==> images/clk_routes.png <==
The bar under the picture is 100 um long.
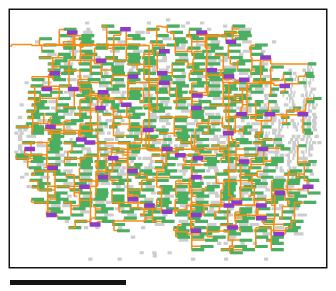
==> images/logic_types.png <==
The bar under the picture is 100 um long.
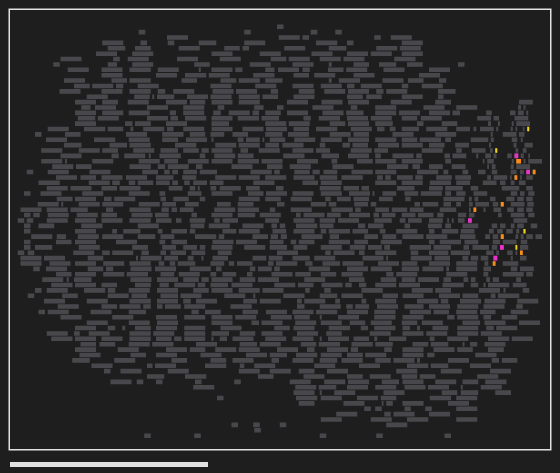
==> images/clocks.png <==
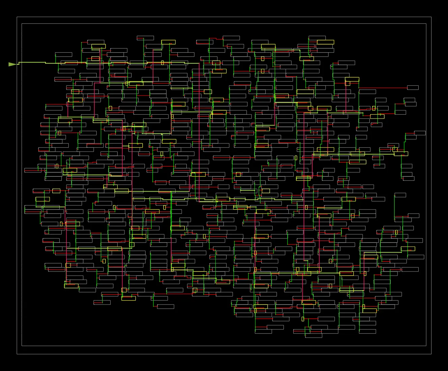
==> src/rtl/aac_pcm_pkg.sv <==
// Shared constants and types for the AAC decoder PCM output stage.
// Holds sample width, lanes per beat, default frame length, serializer states.
package aac_pcm_pkg;

    localparam int wordLength         = 16;
    localparam int lanesPerBeat       = 4;
    localparam int defaultFrameLength = 1024;

    typedef enum logic {
        IDLE,
        SHIFT
    } ser_state_t;

endpackage

==> src/rtl/pcm_fifo.sv <==
// Synchronous beat FIFO with wrap-around pointers one bit wider than the index.
// Ports: clock, reset, push, pop, din, dout (head, combinational), full, empty.
module pcm_fifo #(
    parameter int width = 64,
    parameter int depth = 8
) (
    input  logic             clock,
    input  logic             reset,
    input  logic             push,
    input  logic             pop,
    input  logic [width-1:0] din,
    output logic [width-1:0] dout,
    output logic             full,
    output logic             empty
);

    localparam int AW = $clog2(depth);

    logic [width-1:0] mem [depth];
    logic [AW:0]      wp;
    logic [AW:0]      rp;
    logic             doPush;
    logic             doPop;

    assign doPush = push && !full;
    assign doPop  = pop && !empty;

    // Same index with differing wrap bits means the writer lapped the reader.
    assign empty = (wp == rp);
    assign full  = (wp[AW] != rp[AW]) && (wp[AW-1:0] == rp[AW-1:0]);
    assign dout  = mem[rp[AW-1:0]];

    always_ff @(posedge clock) begin
        if (reset) begin
            wp <= '0;
            rp <= '0;
        end else begin
            if (doPush) wp <= wp + 1'b1;
            if (doPop)  rp <= rp + 1'b1;
        end
    end

    always_ff @(posedge clock) begin
        if (doPush) mem[wp[AW-1:0]] <= din;
    end

endmodule

==> src/rtl/pcm_output_buffer.sv <==
// AAC PCM output stage: buffers 4-sample beats, serializes one sample per cycle.
// Ports: clock, reset, inValid/inReady/dataBusIn (beats in), pcmOut/pcmValid/
// pcmReady (samples out), frameEnd, overflow; dropCount when PCM_DROP_COUNT_EN.
module pcm_output_buffer
    import aac_pcm_pkg::*;
#(
    parameter int fifoDepth   = 8,
    parameter int frameLength = defaultFrameLength
) (
    input  logic                                clock,
    input  logic                                reset,
    input  logic                                inValid,
    output logic                                inReady,
    input  logic [lanesPerBeat*wordLength-1:0]  dataBusIn,
    output logic [wordLength-1:0]               pcmOut,
    output logic                                pcmValid,
    input  logic                                pcmReady,
    output logic                                frameEnd,
`ifdef PCM_DROP_COUNT_EN
    output logic [7:0]                          dropCount,
`endif
    output logic                                overflow
);

    localparam int busSize = lanesPerBeat * wordLength;
    localparam int FW      = $clog2(frameLength);

    ser_state_t         state;
    logic [busSize-1:0] shiftReg;
    logic [1:0]         lane;
    logic [FW-1:0]      frameCnt;
    logic [busSize-1:0] head;
    logic               full;
    logic               empty;
    logic               pop;
    logic               hs;

    pcm_fifo #(
        .width (busSize),
        .depth (fifoDepth)
    ) u_fifo (
        .clock (clock),
        .reset (reset),
        .push  (inValid),
        .pop   (pop),
        .din   (dataBusIn),
        .dout  (head),
        .full  (full),
        .empty (empty)
    );

    assign inReady  = !full;
    assign pcmValid = (state == SHIFT);
    assign hs       = pcmValid && pcmReady;
    assign pcmOut   = shiftReg[lane*wordLength +: wordLength];
    assign frameEnd = pcmValid && (frameCnt == FW'(frameLength - 1));

    // Reload on idle, or on the last lane's handshake so beats run with no bubble.
    assign pop = !empty &&
                 ((state == IDLE) || (hs && lane == 2'd3));

    always_ff @(posedge clock) begin
        if (reset) begin
            state    <= IDLE;
            shiftReg <= '0;
            lane     <= '0;
            frameCnt <= '0;
            overflow <= 1'b0;
        end else begin
            overflow <= inValid && full;
            if (pop) shiftReg <= head;
            unique case (state)
                IDLE: begin
                    lane <= '0;
                    if (!empty) state <= SHIFT;
                end
                SHIFT: begin
                    if (pcmReady) begin
                        lane     <= lane + 2'd1;
                        frameCnt <= frameEnd ? '0 : frameCnt + FW'(1);
                        if (lane == 2'd3 && empty) state <= IDLE;
                    end
                end
            endcase
        end
    end

`ifdef PCM_DROP_COUNT_EN
    always_ff @(posedge clock) begin
        if (reset) begin
            dropCount <= '0;
        end else if (inValid && full && dropCount != 8'hFF) begin
            dropCount <= dropCount + 8'd1;
        end
    end
`endif

endmodule

==> config.mk <==
export PLATFORM = sky130hd
export DESIGN_NAME = pcm_output_buffer
export DESIGN_NICKNAME = d
export VERILOG_FILES = /design/src/rtl/aac_pcm_pkg.sv /design/src/rtl/pcm_fifo.sv /design/src/rtl/pcm_output_buffer.sv
export SDC_FILE = /design/constraint.sdc
export NUM_CORES = 1
export LEC_CHECK = 0
export CAP_MARGIN = 30
export CELL_PAD_IN_SITES_DETAIL_PLACEMENT = 1
export CELL_PAD_IN_SITES_GLOBAL_PLACEMENT = 1
export CORE_AREA = 3 3 270 219
export DETAILED_ROUTE_END_ITERATION = 7
export DIE_AREA = 0 0 273 222
export PLACE_DENSITY = 0.69
export SLEW_MARGIN = 20
export SYNTH_ARGS = -nofsm -noshare
export SYNTH_HDL_FRONTEND = slang
export SYNTH_SLANG_ARGS = --single-unit
==> constraint.sdc <==
create_clock -name clock -period 7.25 [get_ports clock]
set_input_delay 1.0875 -clock clock [delete_from_list [all_inputs] [get_ports clock]]
set_output_delay 1.0875 -clock clock [all_outputs]
set_load 0.02 [all_outputs]
==> flow_metrics.env <==
# implementation run metrics
export IMPL_outcome="completed"
export IMPL_drive_above_1_share_pct=28.1
export IMPL_cp_num_cells=3
export IMPL_regToRegSetupSlack_ps=3690
export IMPL_logic_area_um2=5240
export IMPL_syn_to_final_growth_pct=16.3
export IMPL_cts_htree_levels=2
export IMPL_ys_area_um2=22600
export IMPL_comb_cells=376
export IMPL_timing_rr_start="u_fifo.rp[1]$_SDFFE_PP0P_"
export IMPL_seq_power_share_pct=48.2
export IMPL_critPathCaptureType="output port"
export IMPL_clock_sinks=598
export IMPL_final_nonclk_buf_share_pct=4.44
export IMPL_fillers=5102
export IMPL_r2r_end="u_fifo.mem[4][24]$_DFFE_PP_"
export IMPL_p_sw_mw=2.19
export IMPL_yosysUniqueCellTypes=34
export IMPL_track_usage_pct=17.1
export IMPL_avgRoutedWirePerCell_um=26.1
export IMPL_async_flop_share_pct=0
export IMPL_cp_max_fo=43
export IMPL_initCoreUtil_pct=40.1
export IMPL_setup_violations=0
export IMPL_irDropWorstVdd_mv=0.172
export IMPL_finalCritPeriodShare_pct=49.9
export IMPL_worstPathCellList="xnor2_1 > nand4_1 > clkdlybuf4s50_1"
export IMPL_dpl_hpwl_mm=29.7
export IMPL_gp_congestion=0.712
export IMPL_yosys_cells=1039
export IMPL_grt_overflow=0
export IMPL_synth_net_count=1111
export IMPL_post_dp_cell_area_um2=24400
export IMPL_critical_path_buf_inv_count=1
export IMPL_synth_area_um2=22600
export IMPL_synth_avg_cell_area_um2=21.8
export IMPL_tapcell_inserted=760
export IMPL_warning_count=26
export IMPL_inv_count=4
export IMPL_cts_resized=0
export IMPL_n_all_buffers=112
export IMPL_layout_top_cells="edfxtp_1, mux4_2, clkdlybuf4s50_1, dfxtp_1, mux2_2"
export IMPL_final_nets=1221
export IMPL_final_area_um2=26300
export IMPL_hold_path_end="shiftReg[22]$_SDFFE_PP0P_"
export IMPL_rows=78
export IMPL_rsz0062_at_grt="false"
export IMPL_holdBufCountCts=0
export IMPL_totalWireLength_mm=51.2
export IMPL_cp_data_arrival_time_ps=2530
export IMPL_path_class="reg -> out"
export IMPL_grt_max_degree=92
export IMPL_pin_count=88
export IMPL_fin_crit_ps=3610
export IMPL_design_core_area_um2=56500
export IMPL_max_stage_delay_ps=930
export IMPL_cp_top_family="flip-flops"
export IMPL_ys_seq_share_pct=75.5
export IMPL_die_y_um=222
export IMPL_dominant_cells="flip-flops and latches"
export IMPL_fmax_mhz=277
export IMPL_power_mw=8.60
export IMPL_p_int_mw=6.41
export IMPL_viasPerCell=5.40
export IMPL_first_pass_iters=5
export IMPL_cts_buffer_depth=3
export IMPL_die_area_um2=60600
export IMPL_port_buffers=87
export IMPL_clk_share_pct=6.98
export IMPL_critical_path_required_ps=6160
export IMPL_slew_violations=0
export IMPL_path_clk_slew_ps=60
export IMPL_startpoint_type="flip-flop"
export IMPL_ff_type="edfxtp_1"
export IMPL_hold_viol=0
export IMPL_drt_initial_drc_count=901
export IMPL_finalSetupTns_ps=0
export IMPL_vias=10585
export IMPL_ff2ff_path_depth=5
export IMPL_cts_post_setup_buffers_inserted=0
export IMPL_regArea_um2=17100
export IMPL_antenna_cells=3
export IMPL_swShare_pct=25.5
export IMPL_grt_pass1_vias=11638
export IMPL_seq_area_share_pct=65.0
export IMPL_clock_root_buffer="clkbuf_16"
export IMPL_crit_slowest_cell="dfxtp_4"
export IMPL_min_path_type="reg -> reg"
export IMPL_maxCapViolCount=0
export IMPL_hp_start="shiftReg[22]$_SDFFE_PP0P_"
export IMPL_grt_antenna_before_repair=4
export IMPL_power_frac_comb_pct=17.8
export IMPL_p_per_area_nw_per_um2=327
export IMPL_syn_inst=1039
export IMPL_yosys_warnings=0
export IMPL_synth_edff_count=512
export IMPL_drc=0
export IMPL_tightest_slew_ps=915
export IMPL_slew_headroom_pct=38.8
export IMPL_grt_pass1_wl_mm=77.2
export IMPL_ys_ff=598
export IMPL_power_leakage_nw=8.19
export IMPL_clk_latency_ps=610
export IMPL_cts_tree="yes"
export IMPL_holdPathStages=1
export IMPL_ant_nets=0
export IMPL_die_x_um=273
-- clk_routes.png (at the start) --
Green shows flip-flops, count 598. Orange shows clock wires, length 6920 um. Purple shows clock drivers, count 57.
Position of the flops: all over the die.
clk_skew: 23.7 ps
portion of total power attributed to the clock network: 34.0%

-- logic_types.png (at the start) --
Yellow shows inverters, cells 4, most used inv_1, where right middle. Magenta shows AND and OR gates, cells 5, most used or3_1, where right middle. Orange shows inverting AOI/OAI gates, cells 8, most used a21oi_1, where right middle.
Final Non-Filler Cells: 1960
most frequent logic cell in the layout: edfxtp_1
Comb area share: 19.9%

-- clocks.png (at the start) --
clock buffers: 82
TritonCTS buffer count: 57
Clk. pwr: 2.93 mW
FF+latch count: 598

-- power groups by stage --
stage	sequential, mW	combinational [mW]	clock, mW
2_1_floorplan	4.11	1.11	0
3_5_place_dp	4.22	1.55	0
3_3_place_gp	4.21	1.51	0
6_report	4.15	1.53	2.93
5_1_grt	4.17	1.64	3.15
4_1_cts	4.15	1.57	3.01
-- worst max path at each step --
stage | startpoint | end | slack, ps
finish | u_fifo.rp[1]$_SDFFE_PP0P_ | inReady | 3640
detailed placement | inValid | u_fifo.mem[4][33]$_DFFE_PP_ | 3050
CTS | u_fifo.rp[1]$_SDFFE_PP0P_ | u_fifo.mem[4][24]$_DFFE_PP_ | 3530
global placement | inValid | u_fifo.mem[4][33]$_DFFE_PP_ | 3100
floorplan | inValid | u_fifo.mem[0][0]$_DFFE_PP_ | 650
global route | u_fifo.rp[1]$_SDFFE_PP0P_ | u_fifo.mem[4][24]$_DFFE_PP_ | 3370
-- synth_stat cells, types with 2 or more instances --
| library cell | instances | area (um^2) |
|---|---|---|
| a21oi_1 | 6 | 30.0 |
| a22o_1 | 64 | 561 |
| buf_1 | 6 | 22.5 |
| buf_2 | 15 | 75.1 |
| buf_4 | 10 | 75.1 |
| buf_6 | 9 | 101 |
| clkbuf_1 | 21 | 78.8 |
| dfxtp_1 | 86 | 1720 |
| edfxtp_1 | 512 | 15400 |
| ha_1 | 4 | 50.1 |
| inv_1 | 4 | 15.0 |
| mux2_2 | 66 | 743 |
| mux2i_1 | 2 | 20.0 |
| mux4_2 | 144 | 3240 |
| nand2_1 | 7 | 26.3 |
| nand2b_1 | 4 | 25.0 |
| nand3_1 | 8 | 40.0 |
| nand4_1 | 4 | 25.0 |
| nor2_1 | 25 | 93.8 |
| nor2b_1 | 3 | 18.8 |
| nor3_1 | 8 | 40.0 |
| or3_1 | 3 | 18.8 |
| xnor2_1 | 13 | 114 |
| xor2_1 | 5 | 43.8 |
-- cells by family (layout without fill, tap and decap cells) --
group,count (synthesis),after routing,share of synthesized area (%)
fa+ha+maj,4,4,0.221
other cells,0,3,0
buf+inv,65,223,1.62
mux,212,212,17.7
xor+xnor,18,18,0.696
simple gates,66,66,1.40
compound gates,76,76,2.84
flops,598,598,75.5
-- stage by stage --
| step | std cells | hold WS [ps] | setup slack [ps] | utilization, % |
|---|---|---|---|---|
| 6_report | 1960 | 475 | 3640 | 46.6 |
| 3_5_place_dp | 1848 | 462 | 3050 | 43.3 |
| 3_3_place_gp | 1844 | 456 | 3100 | 43.1 |
| 4_1_cts | 1955 | 477 | 3530 | 46.5 |
| 2_1_floorplan | 1039 | 437 | 649 | - |
| 5_1_grt | 1957 | 495 | 3370 | 46.6 |
-- state kept, by name (all words and copies together) (netlist names) --
signal and count:
shiftReg 64, u_fifo.mem 512, frameCnt 10, overflow 1, lane 2, u_fifo.wp 4
pcmValid 1, u_fifo.rp 4
-- routing by layer --
metal	track usage [%]	wire length, um	up-vias
met5	0	10	-
met2	27.5	25000	237
li1	-	-	4556
met4	4.08	823	2
met3	3.26	2530	56
met1	24.3	22900	5734
-- worst register-to-register path, stage by stage (launching register included) --
cell and delay [ps]:
dfxtp_4 930, xnor2_1 180, a41o_1 310, or2_2 410, nor2_4 530, buf_4 800
No activity file was given, so power comes from the tool's default toggle rates.
